===== src/rtl/hicore_rr_arbiter.sv =====
// Round-robin arbiter sharing one valid/ready command channel among NREQ requesters, with in-order response routing.
// Define HICORE_ARB_FIXED_PRIO_EN for fixed priority (requester 0 highest) instead of round-robin.
module hicore_rr_arbiter #(
  parameter int NREQ = 2,
  parameter int DW = 32,
  parameter int OUTS = 2,
  localparam int IDW = (NREQ > 1) ? $clog2(NREQ) : 1
) (
  input  logic               clk,
  input  logic               rst_n,
  input  logic [NREQ-1:0]    req_vld,
  output logic [NREQ-1:0]    req_rdy,
  input  logic [NREQ*DW-1:0] req_dat,
  output logic               cmd_vld,
  input  logic               cmd_rdy,
  output logic [DW-1:0]      cmd_dat,
  output logic [IDW-1:0]     cmd_id,
  input  logic               rsp_vld,
  output logic               rsp_rdy,
  input  logic [DW-1:0]      rsp_dat,
  output logic [NREQ-1:0]    rsp_vld_o,
  input  logic [NREQ-1:0]    rsp_rdy_o,
  output logic [DW-1:0]      rsp_dat_o,
  output logic               busy,
  output logic               err,
  output logic               dbg_state
);

  // Handshakes: a transfer happens on a cycle where valid and ready are both high at the rising
  // clock edge; a requester whose valid is up must hold valid and data until its ready is seen.

  localparam int PW = (OUTS > 1) ? $clog2(OUTS) : 1;
  localparam int CW = $clog2(OUTS + 1);

  typedef enum logic {ARB = 1'b0, HOLD = 1'b1} state_e;

  state_e          state;
  logic [IDW-1:0]  held;
  logic [IDW-1:0]  sel;
  logic [IDW-1:0]  gnt;
  logic [IDW-1:0]  gnt_next;
  logic            full;
  logic            empty;
  logic            accept;
  logic            pop;
  logic [IDW-1:0]  head;
  logic [IDW-1:0]  id_mem [OUTS];
  logic [PW-1:0]   wr_ptr;
  logic [PW-1:0]   rd_ptr;
  logic [CW-1:0]   count;

`ifndef HICORE_ARB_FIXED_PRIO_EN
  logic [IDW-1:0]  rr_ptr;
`endif

  // Search order starts at rr_ptr (or at 0 with fixed priority); first valid requester wins.
  always_comb begin
    int j;
    logic found;
    logic [IDW-1:0] idx;
    j = 0;
    found = 1'b0;
    idx = '0;
    sel = '0;
    for (int i = 0; i < NREQ; i++) begin
`ifdef HICORE_ARB_FIXED_PRIO_EN
      j = i;
`else
      j = int'(rr_ptr) + i;
      if (j >= NREQ) j = j - NREQ;
`endif
      idx = IDW'(j);
      if (!found && req_vld[idx]) begin
        sel = idx;
        found = 1'b1;
      end
    end
  end

  assign full  = (count == CW'(OUTS));
  assign empty = (count == '0);
  assign gnt   = (state == HOLD) ? held : sel;
  assign gnt_next = (gnt == IDW'(NREQ - 1)) ? '0 : gnt + 1'b1;

  // Outputs are forced idle while reset is asserted so a held request cannot leak through.
  assign cmd_vld = rst_n & ~full & ((state == HOLD) ? req_vld[held] : |req_vld);
  assign cmd_dat = req_dat[int'(gnt)*DW +: DW];
  assign cmd_id  = gnt;
  assign accept  = cmd_vld & cmd_rdy;

  always_comb begin
    req_rdy = '0;
    req_rdy[gnt] = cmd_rdy & ~full & rst_n;
  end

  assign head      = id_mem[rd_ptr];
  assign rsp_rdy   = empty ? 1'b1 : rsp_rdy_o[head];
  assign rsp_dat_o = rsp_dat;
  assign pop       = rsp_vld & rsp_rdy & ~empty;

  always_comb begin
    rsp_vld_o = '0;
    if (!empty) rsp_vld_o[head] = rsp_vld;
  end

  assign busy      = ~empty;
  assign dbg_state = (state == HOLD);

  always_ff @(posedge clk or negedge rst_n) begin
    if (!rst_n) begin
      state <= ARB;
      held  <= '0;
`ifndef HICORE_ARB_FIXED_PRIO_EN
      rr_ptr <= '0;
`endif
    end else begin
      case (state)
        ARB: begin
          if (cmd_vld && !cmd_rdy) begin
            state <= HOLD;
            held  <= sel;
          end
        end
        HOLD: begin
          if (cmd_rdy) state <= ARB;
        end
        default: state <= ARB;
      endcase
`ifndef HICORE_ARB_FIXED_PRIO_EN
      if (accept) rr_ptr <= gnt_next;
`endif
    end
  end

  // Outstanding-ID FIFO; full blocks accept, so a same-cycle pop never makes room for a push.
  always_ff @(posedge clk or negedge rst_n) begin
    if (!rst_n) begin
      wr_ptr <= '0;
      rd_ptr <= '0;
      count  <= '0;
      err    <= 1'b0;
    end else begin
      if (accept) wr_ptr <= (wr_ptr == PW'(OUTS - 1)) ? '0 : wr_ptr + 1'b1;
      if (pop)    rd_ptr <= (rd_ptr == PW'(OUTS - 1)) ? '0 : rd_ptr + 1'b1;
      case ({accept, pop})
        2'b10:   count <= count + 1'b1;
        2'b01:   count <= count - 1'b1;
        default: count <= count;
      endcase
      if (rsp_vld && empty) err <= 1'b1;
    end
  end

  always_ff @(posedge clk) begin
    if (accept) id_mem[wr_ptr] <= gnt;
  end

`ifdef HICORE_ARB_FIXED_PRIO_EN
  logic unused_gnt_next;
  assign unused_gnt_next = ^gnt_next;
`endif

endmodule


===== config.mk =====
export PLATFORM = sky130hd
export DESIGN_NAME = hicore_rr_arbiter
export DESIGN_NICKNAME = d
export VERILOG_FILES = /design/src/rtl/hicore_rr_arbiter.sv
export SDC_FILE = /design/constraint.sdc
export NUM_CORES = 1
export LEC_CHECK = 0
export CAP_MARGIN = 15
export CORE_MARGIN = 8
export CORE_UTILIZATION = 22
export CTS_BUF_LIST = sky130_fd_sc_hd__clkbuf_2
export CTS_CLUSTER_SIZE = 28
export DETAILED_ROUTE_END_ITERATION = 8
export GPL_TIMING_DRIVEN = 0
export PLACE_DENSITY = 0.87
export SETUP_SLACK_MARGIN = 0.2
export SLEW_MARGIN = 15
export SYNTH_ARGS = -nofsm -noshare
export SYNTH_HDL_FRONTEND = slang
export SYNTH_SLANG_ARGS = --single-unit

===== constraint.sdc =====
create_clock -name clk -period 1.66 [get_ports clk]
set_clock_uncertainty 0.05 [all_clocks]
set_input_delay 0.332 -clock clk [delete_from_list [all_inputs] [get_ports clk]]
set_output_delay 0.332 -clock clk [all_outputs]
set_load 0.02 [all_outputs]

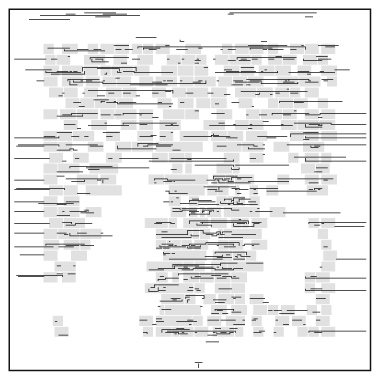
*Metal 1, run 1*
(4 px per um) Cells faint in the background.
longest straight run: 41.9 um
share of all routed wire: 34%
nets with wire on the layer: 352
DR vias: 1,524
final WL: 6.18 mm
met1 Track Usage GR: 13.2%

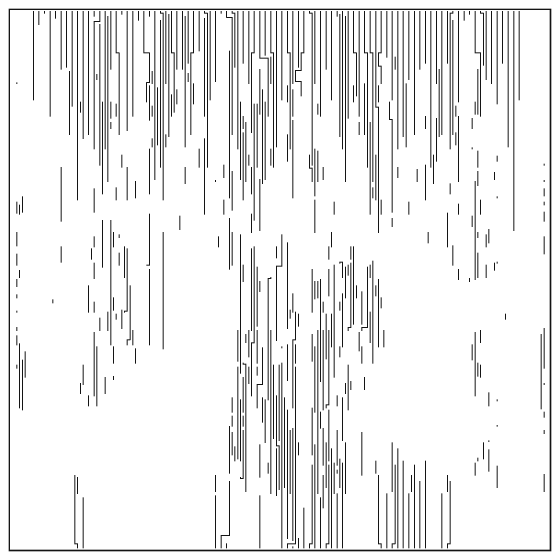
*Met2 routing, run 1*
(6 px per um)
longest straight run: 36.5 um
wire length on this layer: 3,530 um

==> out/summary.txt, run 1 <==
Combinational Gates -> 73
Main power group -> combinational logic
clock share of power -> 4.3%
clock buffers -> 4
status -> finished, violations left
final worst setup slack -> -0.491 ns
RSZ-0062 raised after global routing -> yes
failing checks -> setup timing
Max Root-Sink Buffers -> 2
clock root buffer -> clkbuf_2
Hold Crit Class -> input port to flip-flop
post-synthesis net count -> 226
aggregate global routing overflow -> 0
Design Area, Final -> 3330 sq um
Stages on worst setup path -> 7
leading post-synthesis cells by cell area -> mux2_1 30%, buf_4 20%, dfrtp_1 17%
worst skew pair latency -> 0.26 ns
syn avg cell area -> 9.95 sq um
sequential share of cell area -> 7.85%
reg-to-reg setup timing slack -> -0.32 ns
share of layout cells above drive strength 1 -> 54.9%
initial drt markers -> 38
Fill cells -> 433
Non-clock buffer share -> 62.7%
total core area -> 5410 sq um
tool warning count -> 29
global-route wire length before repair -> 9.09 mm
Comb. pwr -> 0.00293 W
Reg power frac -> 12.1%
Clk. pwr -> 0.000153 W
most frequent logic cell in the layout -> clkdlybuf4s50_1
Compound Share, Synth -> 4.68%
Post-Synth Simple-Gate Area -> 12.5%
Final Total Pwr -> 0.00351 W
drt first pass iters -> 2
Max stage delay on crit path -> 0.40 ns
ys async rst share -> 80.0%
Non-clk invs -> 2
clk slew on worst S/H paths -> 0.11 ns
min cycle time layout -> 2.15 ns
dpl cell area -> 2910 sq um
hold path start -> rst_n
final setup fails -> 45
Die Y -> 90.0 um
CP delay by family, top -> buffers and inverters
Die Size -> 8090 sq um
CP Max Fanout -> 5
ys flop type -> dfrtp_1
gr usage total -> 13.8%
YS warnings -> 0
Comb area share -> 25.8%
Hold Crit Depth -> 3
post-CTS setup buffer count -> 18
Die X -> 90.0 um
Hold Crit Endpoint -> held$_DFFE_PN0P_
Yosys top cell by area -> mux2_1
leakage -> 1.54 nW
dpl ws -> -1.05 ns
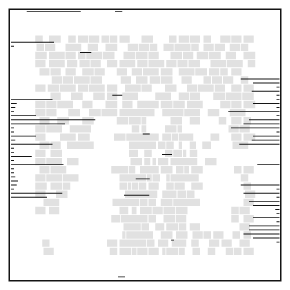
*The metal 3 layer, run 1*
(3 px per um) Cells faint in the background.
share of all routed wire: 7.2%
main direction: horizontal
longest straight run: 27.8 um
wire length on this layer: 448 um
GR Layer Usage met3: 4.41%

### Pin map, run 1

(6 px per um) Pins as bars across the die edge, other pins in gray.
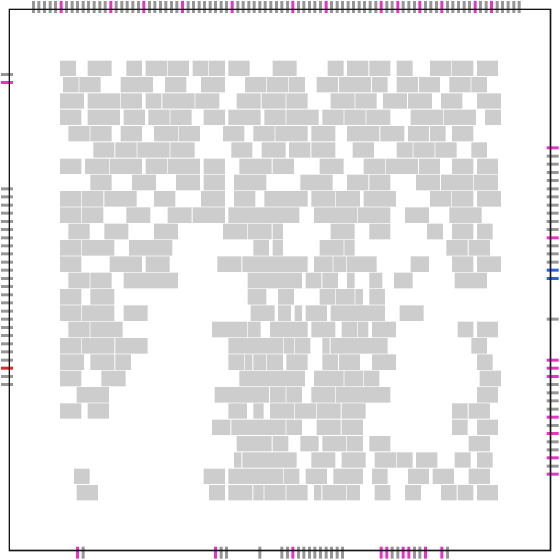

==> run 1 -> run 2 <==
--- a/config.mk
+++ b/config.mk
@@ -6,7 +6,7 @@
 export NUM_CORES = 1
 export LEC_CHECK = 0
 export CAP_MARGIN = 15
-export CORE_MARGIN = 8
+export CORE_MARGIN = 1.5
 export CORE_UTILIZATION = 22
 export CTS_BUF_LIST = sky130_fd_sc_hd__clkbuf_2
 export CTS_CLUSTER_SIZE = 28
==> constraint.sdc (replaced) <==
create_clock -name clk -period 1.66 [get_ports clk]
set_clock_uncertainty 0.05 [all_clocks]
set_input_delay 0.415 -clock clk [delete_from_list [all_inputs] [get_ports clk]]
set_output_delay 0.415 -clock clk [all_outputs]
set_load 0.02 [all_outputs]
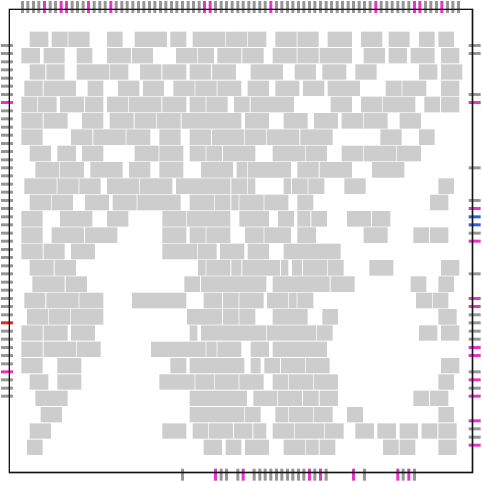
*Pin map, run 2*
(6 px per um) Pins as bars across the die edge, other pins in gray.
legend:
  magenta:
    port: `rsp_dat`
    pins: 32
    direction: input
    edge: 12 top, 11 right, 7 bottom, 2 left
  blue:
    port: `req_vld`
    pins: 2
    direction: input
    edge: right
  red:
    port: `cmd_id`
    pins: 1
    direction: output
    edge: left
all pins by edge: 80 top, 44 left, 28 right, 26 bottom
Die X: 77.0 um
IO Port Bufs: 145
Die Y: 77.0 um

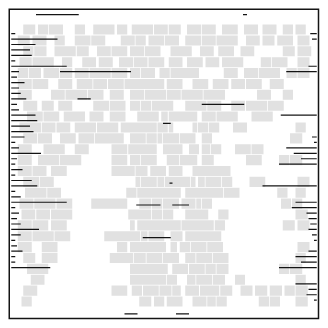
*The metal 3 layer, run 2*
(4 px per um) Cells faint in the background.
longest straight run: 17.5 um
nets with wire on the layer: 78
share of all routed wire: 6.0%
main direction: horizontal
GR Layer Usage met3: 3.57%
final WL: 5.44 mm
DR vias: 1,558

==> run 2 against run 1 <==
Against the previous run:
- the flow still finishes with violations (setup timing)
- synthesized cell count unchanged
- hold slack got worse by 0.35 ns
- synthesized area unchanged
- maximum frequency decreased by 3.3%
- combinational power about the same
- clock power decreased by 3%
==> out/summary.txt, run 2 <==
status -> finished, violations left
failing checks -> setup timing
ys flop type -> dfrtp_1
clock root buffer -> clkbuf_2
Startpoint Class -> flip-flop
CP Max Fanout -> 5
share of layout cells above drive strength 1 -> 57.9%
min cycle time layout -> 2.22 ns
worst reg2reg startpoint -> count[1]$_DFFE_PN0P_
worst skew pair latency -> 0.27 ns
dpl ws -> -1.23 ns
Post-Synth Simple-Gate Area -> 12.5%
MaxCap Viol Count -> 0
post-CTS setup buffer count -> 20
clock share of power -> 4.2%
area share, top type -> 29.9%
Max stage delay on crit path -> 0.39 ns
final worst setup slack -> -0.564 ns
Post-Synth XOR/XNOR Area -> 4.26%
initial drt markers -> 44
CP delay by family, top -> buffers and inverters
most frequent logic cell in the layout -> clkdlybuf4s50_1
Final Max Tran Viols -> 0
Reg power frac -> 12.7%
ys async rst share -> 80.0%
final setup fails -> 45
Design Area, Final -> 3340 sq um
comb area leader -> multiplexers
Yosys top cell by area -> mux2_1
Clk. pwr -> 0.000149 W
gr usage total -> 16.6%
WL met1 -> 2.02 mm
Fill cells -> 415
Max Root-Sink Buffers -> 2
Hold Crit Class -> input port to asynchronous set/reset pin
antenna violations before repair -> 0
n_taps -> 70
CTS Buf Count -> 3
total core area -> 5200 sq um
clock buffers -> 3
post-synthesis net count -> 226
Die Size -> 5920 sq um
drt first pass iters -> 4
Non-clk invs -> 2
aggregate global routing overflow -> 0
crit-path cells -> nand2b_4, nand3b_1, nand2_4, buf_4, buf_16, mux2_4, buf_6
M2 GR Usage -> 30.9%
largest net degree at the start of global routing -> 12
htree depth -> 1
leakage -> 1.59 nW
remaining antenna violation count -> 0
clk slew on worst S/H paths -> 0.12 ns
Non-clock buffer share -> 61.5%
Final Total Pwr -> 0.00353 W
YS warnings -> 0
dpl cell area -> 2890 sq um
post-synthesis mux area share -> 31.6%
Stages on worst setup path -> 7
Main power group -> combinational logic
Compound Share, Synth -> 4.68%
Final nets -> 405
Comb area share -> 27.1%
worst slew pin tran -> 0.324 ns
leading post-synthesis cells by cell area -> mux2_1 30%, buf_4 20%, dfrtp_1 17%
RSZ-0062 raised after global routing -> yes
reg-to-reg setup timing slack -> -0.27 ns
syn avg cell area -> 9.95 sq um
met1 Track Usage GR -> 17.4%
Comb. pwr -> 0.00293 W
sequential share of cell area -> 7.91%
global-route wire length before repair -> 7.77 mm
tool warning count -> 29
r2r endpoint -> count[1]$_DFFE_PN0P_
Combinational Gates -> 73
No activity file was given, so power comes from the tool's default toggle rates.
